Placement by cell class:
(1.5 px per um)
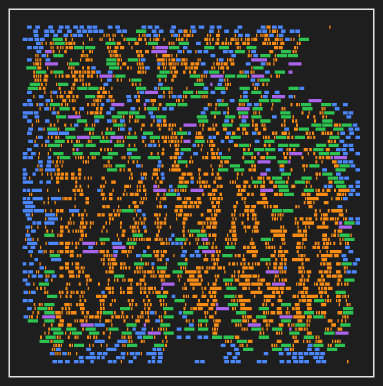
Metal 1:
(2 px per um) Supply wires on this layer in grey.
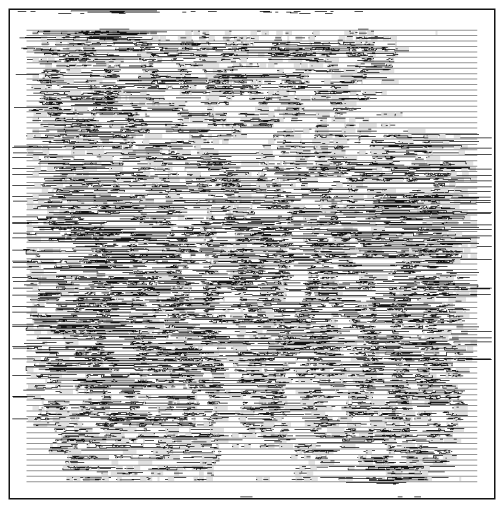
--- src/rtl/lsu_pkg.sv ---
// Shared types for the load/store unit: access width codes,
// FSM state encoding and the memory bus width in bytes.
package lsu_pkg;

    localparam int MEM_BYTES = 8;

    typedef enum logic [1:0] {
        BYTE   = 2'd0,
        HALF   = 2'd1,
        WORD   = 2'd2,
        DOUBLE = 2'd3
    } width_e;

    typedef enum logic [2:0] {
        IDLE  = 3'd0,
        REQ0  = 3'd1,
        WAIT0 = 3'd2,
        REQ1  = 3'd3,
        WAIT1 = 3'd4,
        DONE  = 3'd5
    } state_e;

endpackage

--- src/rtl/lsu_lane_align.sv ---
// Combinational lane steering for one access: byte enables and store
// data for both beats, split detection, and extended load data.
// Ports: width/off/sign/wdata describe the access; rdata is
// {beat1, beat0} read data; be0/be1, wdata0/wdata1, split, rdata_ext out.
module lsu_lane_align
    import lsu_pkg::*;
#(
    localparam int LANE_W = MEM_BYTES * 8
) (
    input  logic [1:0]          width,
    input  logic [2:0]          off,
    input  logic                sign,
    input  logic [LANE_W-1:0]   wdata,
    input  logic [2*LANE_W-1:0] rdata,
    output logic [7:0]          be0,
    output logic [7:0]          be1,
    output logic [LANE_W-1:0]   wdata0,
    output logic [LANE_W-1:0]   wdata1,
    output logic [LANE_W-1:0]   rdata_ext,
    output logic                split
);

    logic [15:0]         byte_mask;
    logic [15:0]         be_wide;
    logic [LANE_W-1:0]   data_mask;
    logic [2*LANE_W-1:0] wd_wide;
    logic [LANE_W-1:0]   rd_low;

    // sign == 0 selects sign extension, sign == 1 zero extension
    always_comb begin
        byte_mask = 16'h0000;
        data_mask = '0;
        rdata_ext = '0;
        rd_low    = LANE_W'(rdata >> {off, 3'b000});
        case (width_e'(width))
            BYTE: begin
                byte_mask = 16'h0001;
                data_mask = 64'h0000_0000_0000_00FF;
                rdata_ext = {{56{~sign & rd_low[7]}}, rd_low[7:0]};
            end
            HALF: begin
                byte_mask = 16'h0003;
                data_mask = 64'h0000_0000_0000_FFFF;
                rdata_ext = {{48{~sign & rd_low[15]}}, rd_low[15:0]};
            end
            WORD: begin
                byte_mask = 16'h000F;
                data_mask = 64'h0000_0000_FFFF_FFFF;
                rdata_ext = {{32{~sign & rd_low[31]}}, rd_low[31:0]};
            end
            DOUBLE: begin
                byte_mask = 16'h00FF;
                data_mask = 64'hFFFF_FFFF_FFFF_FFFF;
                rdata_ext = rd_low;
            end
            default: ;
        endcase
        // upper half of the wide vectors is what spills into beat1
        be_wide = byte_mask << off;
        wd_wide = {{LANE_W{1'b0}}, wdata & data_mask} << {off, 3'b000};
    end

    assign be0    = be_wide[7:0];
    assign be1    = be_wide[15:8];
    assign wdata0 = wd_wide[LANE_W-1:0];
    assign wdata1 = wd_wide[2*LANE_W-1:LANE_W];
    assign split  = |be_wide[15:8];

endmodule

--- src/rtl/load_store_unit.sv ---
// Load/store unit: takes one core request at a time, issues one or two
// aligned 8-byte memory beats, and returns extended load data.
// Ports: clk/rst, req_* core request, rsp_* completion, mem_* memory bus.
module load_store_unit #(
    parameter int REG_WIDTH = 64,
    parameter int MEM_BYTES = 8
) (
    input  logic                   clk,
    input  logic                   rst,
    input  logic                   req_valid,
    output logic                   req_ready,
    input  logic                   req_read,
    input  logic                   req_write,
    input  logic                   req_sign,
    input  logic [1:0]             req_width,
    input  logic [REG_WIDTH-1:0]   req_addr,
    input  logic [REG_WIDTH-1:0]   req_wdata,
    output logic                   rsp_valid,
    output logic [REG_WIDTH-1:0]   rsp_rdata,
    output logic                   mem_req_valid,
    input  logic                   mem_req_ready,
    output logic                   mem_we,
    output logic [REG_WIDTH-1:0]   mem_addr,
    output logic [MEM_BYTES-1:0]   mem_be,
    output logic [8*MEM_BYTES-1:0] mem_wdata,
    input  logic                   mem_rsp_valid,
    input  logic [8*MEM_BYTES-1:0] mem_rdata
);

    import lsu_pkg::*;

    state_e                 state_q, state_d;
    logic                   load_q, load_d;
    logic                   we_q, we_d;
    logic                   sign_q, sign_d;
    logic [1:0]             width_q, width_d;
    logic [REG_WIDTH-1:0]   addr_q, addr_d;
    logic [REG_WIDTH-1:0]   wdata_q, wdata_d;
    logic [REG_WIDTH-1:0]   beat0_q, beat0_d;
    logic [REG_WIDTH-1:0]   rdata_q, rdata_d;

    logic [7:0]             be0, be1;
    logic [63:0]            wdata0, wdata1;
    logic [63:0]            rdata_ext;
    logic [127:0]           align_rdata;
    logic                   split;
    logic [REG_WIDTH-1:0]   base_addr;

    assign base_addr = {addr_q[REG_WIDTH-1:3], 3'b000};

    // in WAIT0 the live response is beat0; in WAIT1 it is beat1
    assign align_rdata = (state_q == WAIT1) ? {mem_rdata, beat0_q}
                                            : {64'b0, mem_rdata};

    lsu_lane_align u_align (
        .width     (width_q),
        .off       (addr_q[2:0]),
        .sign      (sign_q),
        .wdata     (wdata_q),
        .rdata     (align_rdata),
        .be0       (be0),
        .be1       (be1),
        .wdata0    (wdata0),
        .wdata1    (wdata1),
        .rdata_ext (rdata_ext),
        .split     (split)
    );

    always_comb begin
        state_d = state_q;
        load_d  = load_q;
        we_d    = we_q;
        sign_d  = sign_q;
        width_d = width_q;
        addr_d  = addr_q;
        wdata_d = wdata_q;
        beat0_d = beat0_q;
        rdata_d = rdata_q;
        case (state_q)
            IDLE: begin
                if (req_valid) begin
                    // read+write together behaves as a store
                    load_d  = req_read & ~req_write;
                    we_d    = req_write;
                    sign_d  = req_sign;
                    width_d = req_width;
                    addr_d  = req_addr;
                    wdata_d = req_wdata;
                    if (req_read || req_write) begin
                        state_d = REQ0;
                    end else begin
                        state_d = DONE;
                        rdata_d = '0;
                    end
                end
            end
            REQ0: begin
                if (mem_req_ready) state_d = WAIT0;
            end
            WAIT0: begin
                if (mem_rsp_valid) begin
                    beat0_d = mem_rdata;
                    if (split) begin
                        state_d = REQ1;
                    end else begin
                        state_d = DONE;
                        rdata_d = load_q ? rdata_ext : '0;
                    end
                end
            end
            REQ1: begin
                if (mem_req_ready) state_d = WAIT1;
            end
            WAIT1: begin
                if (mem_rsp_valid) begin
                    state_d = DONE;
                    rdata_d = load_q ? rdata_ext : '0;
                end
            end
            DONE: begin
                state_d = IDLE;
            end
            default: begin
                state_d = IDLE;
            end
        endcase
    end

    always_comb begin
        mem_req_valid = 1'b0;
        mem_we        = 1'b0;
        mem_addr      = '0;
        mem_be        = '0;
        mem_wdata     = '0;
        case (state_q)
            REQ0: begin
                mem_req_valid = 1'b1;
                mem_we        = we_q;
                mem_addr      = base_addr;
                mem_be        = be0;
                mem_wdata     = we_q ? wdata0 : '0;
            end
            REQ1: begin
                mem_req_valid = 1'b1;
                mem_we        = we_q;
                // wraps modulo 2^64 on the top word
                mem_addr      = base_addr + REG_WIDTH'(8);
                mem_be        = be1;
                mem_wdata     = we_q ? wdata1 : '0;
            end
            default: ;
        endcase
    end

    assign req_ready = (state_q == IDLE);
    assign rsp_valid = (state_q == DONE);
    assign rsp_rdata = rdata_q;

    always_ff @(posedge clk) begin
        if (rst) begin
            state_q <= IDLE;
            load_q  <= 1'b0;
            we_q    <= 1'b0;
            sign_q  <= 1'b0;
            width_q <= 2'd0;
            addr_q  <= '0;
            wdata_q <= '0;
            beat0_q <= '0;
            rdata_q <= '0;
        end else begin
            state_q <= state_d;
            load_q  <= load_d;
            we_q    <= we_d;
            sign_q  <= sign_d;
            width_q <= width_d;
            addr_q  <= addr_d;
            wdata_q <= wdata_d;
            beat0_q <= beat0_d;
            rdata_q <= rdata_d;
        end
    end

endmodule

--- config.mk ---
export PLATFORM = sky130hd
export DESIGN_NAME = load_store_unit
export DESIGN_NICKNAME = d
export VERILOG_FILES = /design/src/rtl/lsu_pkg.sv /design/src/rtl/lsu_lane_align.sv /design/src/rtl/load_store_unit.sv
export SDC_FILE = /design/constraint.sdc
export NUM_CORES = 1
export LEC_CHECK = 0
export ABC_CLOCK_PERIOD_IN_PS = 5000
export CORE_AREA = 8 8 234 236
export CTS_CLUSTER_SIZE = 24
export DETAILED_ROUTE_END_ITERATION = 8
export DIE_AREA = 0 0 242 244
export PLACE_DENSITY_LB_ADDON = 0.08
export SLEW_MARGIN = 15
export SYNTH_ARGS = -nofsm -noshare
export SYNTH_HDL_FRONTEND = slang
export SYNTH_SLANG_ARGS = --single-unit
--- constraint.sdc ---
create_clock -name clk -period 5 [get_ports clk]
set_input_delay 1 -clock clk [delete_from_list [all_inputs] [get_ports clk]]
set_output_delay 1 -clock clk [all_outputs]
set_load 0.05 [all_outputs]
==> summary.rpt <==
=== SYNTHESIS / PLACE & ROUTE SUMMARY ===
----------------------------------------------------
[Status]
  Status ........................ complete, no violations

[Synth]
  Yosys stat cell total ........................ 2,453
  Avg Inst Size Synth ........................ 7.18 sq um
  Number of cells produced by synthesis ........................ 2,453
  Library cells used by synthesis ........................ 73
  Proportion of netlist area held by the largest area contributor ........................ 30.0%
  Dominant combinational cell family by area after synthesis ........................ simple AND/OR/NAND/NOR gates
  Compound-cell area share of the yosys netlist ........................ 23.6%
  Top area cells in the synthesized netlist ........................ sky130_fd_sc_hd__dfxtp_1 (30%), sky130_fd_sc_hd__nand2_1 (13%), sky130_fd_sc_hd__a21oi_1 (9.5%)
  Post-synth top flop ........................ sky130_fd_sc_hd__dfxtp_1
  Area fraction in mux cells ........................ 13.2%
  Xor+xnor area frac ........................ 2.74%
  Sequential fraction of the synthesis area ........................ 30.0%
  Flop and latch count out of synthesis ........................ 264
  Post-synthesis simple-gate area fraction ........................ 24.7%
  Number of synthesized flops with an enable pin ........................ 0
  Post-Synth Adder-Cell Area ........................ 0.0711%
  Ranking of synthesized cells by instance count ........................ sky130_fd_sc_hd__nand2_1 (605), sky130_fd_sc_hd__a21oi_1 (334), sky130_fd_sc_hd__dfxtp_1 (264)
  Netlist Area Pre-Place ........................ 17,600 sq um
  Most repeated cell in the gate-level netlist after synthesis ........................ sky130_fd_sc_hd__nand2_1
  Post-synthesis chip area from yosys ........................ 17,600 sq um

[Flow run]
  Max-cap violations ........................ 0
  OpenROAD warning count ........................ 26

[STA]
  Slew @ Worst Pin ........................ 1.06 ns
  Minimum period implied by the final worst setup slack ........................ 4.77 ns
  Fmax ........................ 0.210 GHz
  Crit path setup slack, layout ........................ 0.228 ns
  Final Hold Vio Count ........................ 0
  Clk_skew ........................ 0.0182 ns
  Final-layout setup total negative slack ........................ 0 ns
  Number of endpoints failing setup at the final stage ........................ 0

[Power]
  Leakage power of the design ........................ 0.00821 uW
  Reported clock group power ........................ 2510 uW
  Proportion of total power due to net switching ........................ 40.0%
  Heaviest power group ........................ combinational cells
  Clock Power Share ........................ 31.4%
  Switching power summed over all nets ........................ 3200 uW
  Power share of the combinational group ........................ 36.8%

[Clock tree]
  H-Tree Depth ........................ 2
  TritonCTS clock tree ........................ done
  Buffers from clock root to sink, at most ........................ 3

[Floorplan]
  Die extent in y ........................ 244 um
  Chip area ........................ 59,000 sq um
  Count of boundary I/O pins ........................ 406
  Horizontal die size ........................ 242 um
  Number of cell rows ........................ 83
  Core area ........................ 50,900 sq um

[Global route]
  Leftover overflow at the end of global routing ........................ 0
  Pin count of the biggest net entering global routing ........................ 82
  Via count of the first global-routing pass ........................ 19,000
  Number of antenna violations at the first check in global routing ........................ 11

[Critical path]
  Worst Reg2Reg Path Length in Cells ........................ 8
  CP startpoint ........................ addr_q[5]$_SDFFE_PP0P_
  Worst EP arrival ........................ 3.77 ns
  Setup slack, reg-to-reg ........................ 1.27 ns
  Capturing instance or port of the critical path ........................ mem_addr[54]
  CP Launch Type ........................ flop
  R2r startpoint ........................ state_q[1]$_SDFFE_PP0P_
  Worst setup path category ........................ reg -> out

[Detailed routing]
  First-iteration detailed-routing DRC count ........................ 1,599
  Number of vias per cell after detailed routing ........................ 5.69
  Average wire per cell in the routed design ........................ 23.8 um
  Residual DRC count ........................ 0
  Antenna viol nets, final ........................ 0

[Placement]
  HPWL after detailed placement ........................ 60,200 um
  Final estimated routing congestion in global placement ........................ 0.927
  Worst setup slack before clock tree synthesis ........................ 0.656 ns
  Port buffer count ........................ 402

[Finish]
  Fraction of final layout cells sized beyond drive strength 1 ........................ 9.19%
  Count of fill cells added during filler insertion ........................ 5,182
  FF+latch area ........................ 5300 sq um
  Most common cell after layout, fill and taps aside ........................ sky130_fd_sc_hd__nand2_1
  Logic cell area ........................ 11,400 sq um

[Worst hold path]
  HP Start ........................ rsp_rdata[38]$_SDFFE_PP0P_
  Type of the worst min-delay path ........................ reg -> reg

----------------------------------------------------
## Picture notes: 'placement by cell class'
- blue: other buffers and delay cells (cells 444; share of their area 20%)
- purple: clock drivers and dummy loads (cells 58; share of their area 5.0%)
- orange: combinational and other logic (cells 1,965; share of their area 51%)
- green: flops (cells 264; share of their area 24%)

## Picture notes: 'metal 1'
- share of all routed wire: 40%
- longest straight run: 52.9 um
- main direction: horizontal
GR Util met1: 30.1%
WL final: 81,300 um

## critical path, stage by stage (launching register included)
cell,delay [ns]
sky130_fd_sc_hd__dfxtp_1,0.40
sky130_fd_sc_hd__and3_1,0.20
sky130_fd_sc_hd__nand4_1,0.09
sky130_fd_sc_hd__buf_4,0.18
sky130_fd_sc_hd__or4_1,0.65
sky130_fd_sc_hd__nor3_4,0.46
sky130_fd_sc_hd__and4_1,0.27
sky130_fd_sc_hd__xnor2_1,0.07
sky130_fd_sc_hd__nor2_1,0.09
sky130_fd_sc_hd__clkdlybuf4s50_1,0.82
## layer usage
layer | vias up | global-route usage [%] | share of wire [%]
met4 | 14 | 9.24 | 3.7
met5 | - | 0 | 0.11
met1 | 9425 | 30.1 | 40
li1 | 9185 | - | -
met3 | 127 | 6.08 | 6.6
met2 | 675 | 46.6 | 50
## layout make-up
| cell class | count | share of cell area, % |
|---|---|---|
| Timing Repair Buffer | 444 | 19.5 |
| Inverter | 14 | 0.231 |
| Multi-Input combinational cell | 1951 | 49.0 |
| Clock buffer | 47 | 4.17 |
| Clock inverter | 11 | 0.619 |
| Tap cell | 680 | 3.66 |
| Sequential cell | 264 | 22.8 |
| Antenna cell | 4 | 0.0430 |
## timing repair
action / 4_1_cts / 5_1_grt
setup buffers: 0 / 0
hold buffers: 0 / 0
hold endpoints to repair: 0 / 0
endpoints found under the setup margin: 0 / 12
resized: 0 / 2
## per-stage QoR
stage	cells	hold slack (ns)	util, %	instance area, sq um
floorplan	2455	0.432	-	17600
global placement	3353	0.434	43.5	22100
detailed placement	3353	0.445	43.5	22100
CTS	3411	0.454	45.7	23200
global route	3412	0.468	45.7	23300
finish	3415	0.448	45.7	23300
Power figures rest on the tool's default switching activity, not on a simulated workload.
